## config.mk

```make
export PLATFORM = sky130hd
export DESIGN_NAME = move_collector
export DESIGN_NICKNAME = d
export VERILOG_FILES = /design/src/rtl/move_collector.sv
export SDC_FILE = /design/constraint.sdc
export NUM_CORES = 1
export LEC_CHECK = 0
export ABC_CLOCK_PERIOD_IN_PS = 55500
export CORE_MARGIN = 2
export CORE_UTILIZATION = 59
export DETAILED_ROUTE_END_ITERATION = 10
export HOLD_SLACK_MARGIN = 0.05
export PLACE_DENSITY = 0.84
export SKIP_CTS_REPAIR_TIMING = 1
export SLEW_MARGIN = 20
export SYNTH_ARGS = -nofsm -noshare
export SYNTH_HDL_FRONTEND = slang
export SYNTH_SLANG_ARGS = --single-unit
```

## constraint.sdc

```tcl
create_clock -name clk -period 55.5 [get_ports clk]
set_clock_uncertainty 0.05 [all_clocks]
set_input_delay 13.875 -clock clk [delete_from_list [all_inputs] [get_ports clk]]
set_output_delay 13.875 -clock clk [all_outputs]
set_load 0.01 [all_outputs]
```

## src/rtl/move_collector.sv

```systemverilog
// move_collector: snapshots 16 move slots on load, scans one slot per cycle, queues non-empty words in a FWFT FIFO.
// Latency: slot i is pushed i+1 edges after load; head word is visible the cycle after its push into an empty FIFO.
// Backpressure: a full FIFO stalls the scan on the current slot; MOVE_COLLECTOR_CAPTURE_FIRST_EN scans twice, captures first.
module move_collector #(
    parameter int DEPTH = 16
) (
    input  logic                         clk,
    input  logic                         reset,
    input  logic [511:0]                 move_in,
    input  logic                         load,
    input  logic                         flush,
    output logic                         busy,
    output logic                         scan_done,
    output logic [4:0]                   gen_count,
    output logic [31:0]                  move_out,
    output logic                         move_valid,
    input  logic                         move_ready,
    output logic [$clog2(DEPTH+1)-1:0]   fifo_count
);
    localparam int CW = $clog2(DEPTH + 1);
    localparam int PW = $clog2(DEPTH);

    typedef enum logic {S_IDLE, S_SCAN} state_t;

    state_t         state_q, state_d;
    logic [511:0]   snap_q, snap_d;
    logic [3:0]     idx_q, idx_d;
    logic [4:0]     gen_count_q, gen_count_d;
    logic           scan_done_q, scan_done_d;
    logic [PW-1:0]  wr_ptr_q, wr_ptr_d;
    logic [PW-1:0]  rd_ptr_q, rd_ptr_d;
    logic [CW-1:0]  cnt_q, cnt_d;
    logic [31:0]    mem_q [DEPTH];
`ifdef MOVE_COLLECTOR_CAPTURE_FIRST_EN
    logic           pass_q, pass_d;
`endif

    logic [31:0]    cur_word;
    logic           qualify;
    logic           fifo_full;
    logic           push;
    logic           stall;
    logic           pop;
    logic           mem_we;

    assign cur_word  = snap_q[{idx_q, 5'd0} +: 32];
    assign fifo_full = (cnt_q == CW'(DEPTH));

`ifdef MOVE_COLLECTOR_CAPTURE_FIRST_EN
    // Pass 0 takes captures only, pass 1 takes the remaining non-empty quiet moves.
    assign qualify = pass_q ? ((cur_word != 32'd0) && (cur_word[29:24] == 6'd0))
                            : (cur_word[29:24] != 6'd0);
`else
    assign qualify = (cur_word != 32'd0);
`endif

    assign push   = (state_q == S_SCAN) && qualify && !fifo_full;
    assign stall  = (state_q == S_SCAN) && qualify && fifo_full;
    assign pop    = move_valid && move_ready;
    assign mem_we = push && !flush;

    always_comb begin
        state_d     = state_q;
        snap_d      = snap_q;
        idx_d       = idx_q;
        gen_count_d = gen_count_q;
        scan_done_d = 1'b0;
        wr_ptr_d    = wr_ptr_q;
        rd_ptr_d    = rd_ptr_q;
        cnt_d       = cnt_q + CW'(push) - CW'(pop);
`ifdef MOVE_COLLECTOR_CAPTURE_FIRST_EN
        pass_d      = pass_q;
`endif

        if (push) begin
            wr_ptr_d = wr_ptr_q + 1'b1;
            if (gen_count_q != 5'd31) begin
                gen_count_d = gen_count_q + 5'd1;
            end
        end
        if (pop) begin
            rd_ptr_d = rd_ptr_q + 1'b1;
        end

        case (state_q)
            S_IDLE: begin
                if (load) begin
                    snap_d      = move_in;
                    idx_d       = 4'd0;
                    gen_count_d = 5'd0;
                    state_d     = S_SCAN;
`ifdef MOVE_COLLECTOR_CAPTURE_FIRST_EN
                    pass_d      = 1'b0;
`endif
                end
            end
            S_SCAN: begin
                if (!stall) begin
                    idx_d = idx_q + 4'd1;
                    if (idx_q == 4'd15) begin
`ifdef MOVE_COLLECTOR_CAPTURE_FIRST_EN
                        if (!pass_q) begin
                            pass_d = 1'b1;
                        end else begin
                            state_d     = S_IDLE;
                            scan_done_d = 1'b1;
                        end
`else
                        state_d     = S_IDLE;
                        scan_done_d = 1'b1;
`endif
                    end
                end
            end
            default: state_d = S_IDLE;
        endcase

        // Abort wins over load, push, pop and completion in the same cycle.
        if (flush) begin
            state_d     = S_IDLE;
            idx_d       = 4'd0;
            gen_count_d = 5'd0;
            scan_done_d = 1'b0;
            wr_ptr_d    = '0;
            rd_ptr_d    = '0;
            cnt_d       = '0;
`ifdef MOVE_COLLECTOR_CAPTURE_FIRST_EN
            pass_d      = 1'b0;
`endif
        end
    end

    always_ff @(posedge clk or posedge reset) begin
        if (reset) begin
            state_q     <= S_IDLE;
            snap_q      <= '0;
            idx_q       <= 4'd0;
            gen_count_q <= 5'd0;
            scan_done_q <= 1'b0;
            wr_ptr_q    <= '0;
            rd_ptr_q    <= '0;
            cnt_q       <= '0;
`ifdef MOVE_COLLECTOR_CAPTURE_FIRST_EN
            pass_q      <= 1'b0;
`endif
        end else begin
            state_q     <= state_d;
            snap_q      <= snap_d;
            idx_q       <= idx_d;
            gen_count_q <= gen_count_d;
            scan_done_q <= scan_done_d;
            wr_ptr_q    <= wr_ptr_d;
            rd_ptr_q    <= rd_ptr_d;
            cnt_q       <= cnt_d;
`ifdef MOVE_COLLECTOR_CAPTURE_FIRST_EN
            pass_q      <= pass_d;
`endif
        end
    end

    // Storage needs no reset: the head is masked to zero while the FIFO is empty.
    always_ff @(posedge clk) begin
        if (mem_we) begin
            mem_q[wr_ptr_q] <= cur_word;
        end
    end

    assign busy       = (state_q == S_SCAN);
    assign scan_done  = scan_done_q;
    assign gen_count  = gen_count_q;
    assign move_valid = (cnt_q != '0);
    assign move_out   = move_valid ? mem_q[rd_ptr_q] : 32'd0;
    assign fifo_count = cnt_q;

endmodule

```

==> results_dict.tcl <==
# collected from the flow reports
set metrics [dict create \
    yosysSeqAreaShare_pct 65.54 \
    cp_slowest_stage_delay_ns 0.93 \
    worst_pin_slew_ns 1.083 \
    core_area_um2 74070 \
    syn_nets 2920 \
    setup_viol 0 \
    min-delay-start "snap_q[354]$_DFFE_PP0P_" \
    critPathCapture "move_out[30]" \
    rr_startpoint "idx_q[0]$_DFFE_PP0P_" \
    top_cell_area_share_pct 35.01 \
    antenna_left 0 \
    place_ws_ns 35.91 \
    die_h_um 276.8 \
    status "finished clean" \
    initial_core_util_pct 59.30 \
    routed_via_density 6.395 \
    yosys.area_share.xor_xnor_pct 0.1196 \
    power_leakage_nw 19.34 \
    final_max_slew_viol_count 0 \
    min_path_cells 1 \
]
[flip-flops by register name, summed over array words and instances (netlist names)]
name,cells
busy,1
fifo_count,5
gen_count,5
idx_q,4
mem_q,512
rd_ptr_q,4
scan_done,1
snap_q,512
wr_ptr_q,4
[cell usage in the layout, fill, tap and decap left out, drive strengths merged, types with 4 or more instances in the layout]
| cell | synthesis | layout |
|---|---|---|
| clkdlybuf4s50 | 0 | 561 |
| dfrtp | 536 | 536 |
| mux2 | 513 | 513 |
| edfxtp | 512 | 512 |
| mux4 | 246 | 246 |
| clkbuf | 105 | 158 |
| mux2i | 98 | 98 |
| buf | 49 | 50 |
| diode | 0 | 48 |
| a221oi | 48 | 48 |
| nand2 | 43 | 43 |
| and2 | 35 | 35 |
| a22oi | 28 | 28 |
| o21ai | 28 | 28 |
| clkinv | 2 | 24 |
| nor3 | 17 | 17 |
| inv | 14 | 17 |
| nor2 | 16 | 16 |
| nand4 | 14 | 14 |
| nand3 | 14 | 14 |
| ha | 13 | 13 |
| a21oi | 7 | 7 |
| nor2b | 7 | 7 |
| clkinvlp | 0 | 4 |
| nor4 | 4 | 4 |
[stage by stage]
stage | util [%] | cells | area [um^2] | hold WS [ns] | total power [mW]
final | 72.91 | 4052 | 54000 | 0.4514 | 2.066
after global routing | 72.86 | 4039 | 53970 | 0.4644 | 2.135
after CTS | 72.66 | 4002 | 53820 | 0.4544 | 2.074
after detailed placement | 68.23 | 3813 | 50540 | 0.4412 | 1.396
after global placement | 68.23 | 3813 | 50540 | 0.4340 | 1.372
after floorplan | - | 2389 | 43920 | 0.4252 | 1.227
[power by group]
group / switching (mW) / internal (mW) / total (mW)
clock network: 0.298 / 0.382 / 0.681
registers: 0.0497 / 0.905 / 0.954
logic: 0.196 / 0.235 / 0.431
[layer usage]
| metal | part of all wire [%] | vias to the layer above | global-route usage, % |
|---|---|---|---|
| li1 | - | 10609 | - |
| met1 | 36 | 13598 | 41.72 |
| met2 | 51 | 1366 | 55.84 |
| met3 | 8.7 | 306 | 8.673 |
| met4 | 4.0 | 34 | 14.79 |
| met5 | 0.18 | - | 0 |
[final cells by class]
class                   instances  share of cell area, %
flip-flops and latches       1048                  53.35
multi-input cells            1171                  26.80
repair buffers                611                  11.18
clock buffers                 158                  5.551
well taps                     969                  2.245
clock inverters                31                 0.5213
diodes                         48                 0.2224
inverters                      16                 0.1251
[logic make-up after synthesis]
kind of cell	count (synthesis)
AND-OR/OR-AND	129
buffers and inverters	170
multiplexers	857
AND/OR/NAND/NOR	165
flip-flops	1048
adder cells (fa/ha/maj)	14
XOR/XNOR	6
[cell usage after synthesis, types with 2 or more instances]
library cell  number
nand4_1           14
nand3b_1           3
a221oi_1          48
nor3_1            17
mux2i_1           98
buf_2             11
or3_1              2
buf_6             11
mux4_2           246
xor2_1             3
nor4_2             2
ha_1              13
buf_1             20
and2_1            35
xnor2_1            3
a22oi_1           28
nand3_1           14
a21oi_1            7
edfxtp_1         512
nor4_1             2
o211ai_1           3
clkinv_1           2
mux2_2           512
nand2_1           43
o21ai_0           25
and3_1             3
buf_4              7
inv_1             14
nor2_1            16
dfrtp_1          536
o31ai_1            2
nor2b_1            7
clkbuf_1         105
a31oi_1            3
o21ai_1            2
**M1 wires**

Bar = 100 um. Supply wires on this layer in gray.
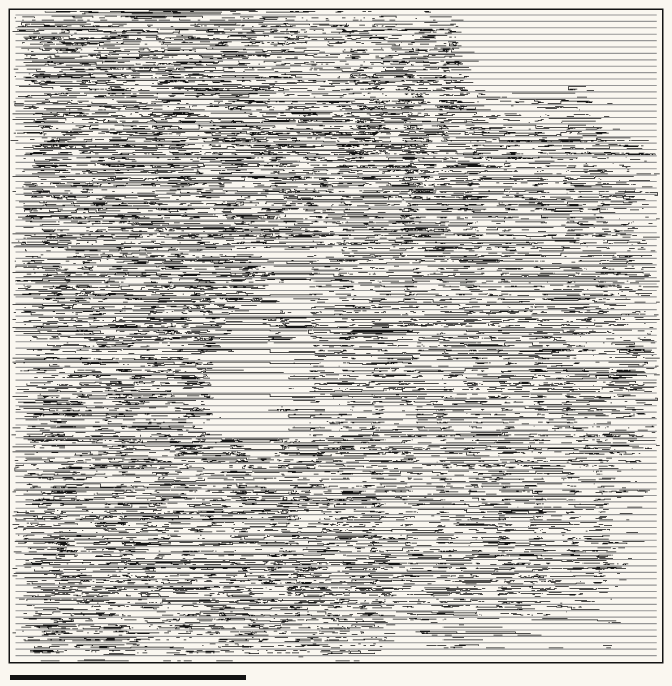
share of all routed wire: 36%
nets with wire on the layer: 3212
wire length on this layer: 46.2 mm
main direction: horizontal
via count: 25913
Detailed Route WL: 127500 um
GR Layer Usage met1: 41.72%

**The metal 2 layer**

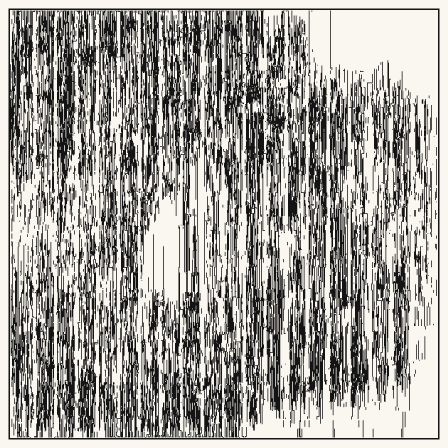
main direction: vertical
longest straight run: 110 um
wire length on this layer: 64.8 mm
M2 GR Usage: 55.84%

**The metal 3 layer**

Bar = 100 um. Cells faint in the background.
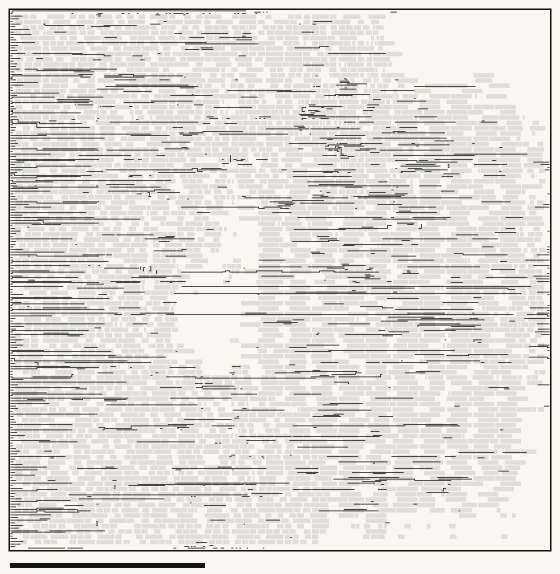
share of all routed wire: 8.7%
longest straight run: 179 um
wire length on this layer: 11100 um

**M4 wires**

Supply wires on this layer in gray.
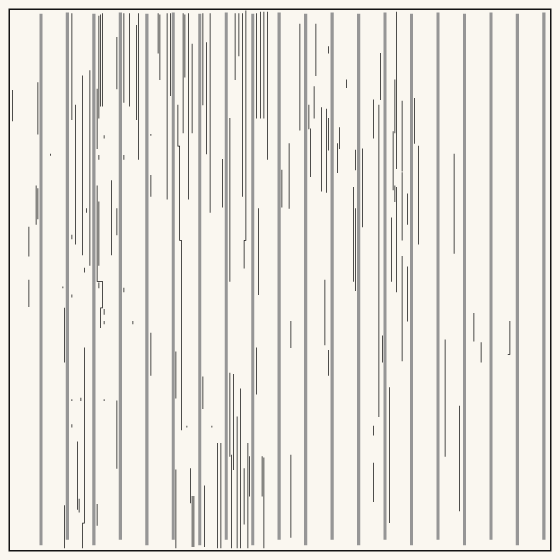
wire length on this layer: 5110 um
nets with wire on the layer: 111
share of all routed wire: 4.0%
longest straight run: 160 um
main direction: vertical

**Clock routing**

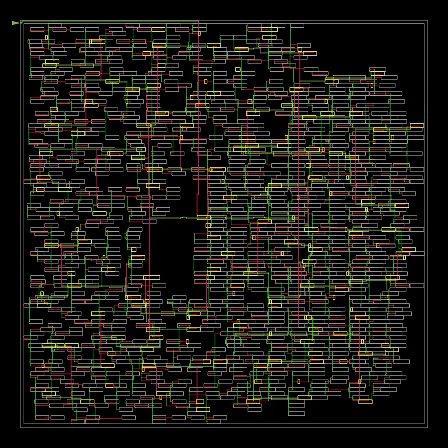
Flops: 1048
TritonCTS buffer count: 103
Sink Count: 1048

Power figures rest on the tool's default switching activity, not on a simulated workload.
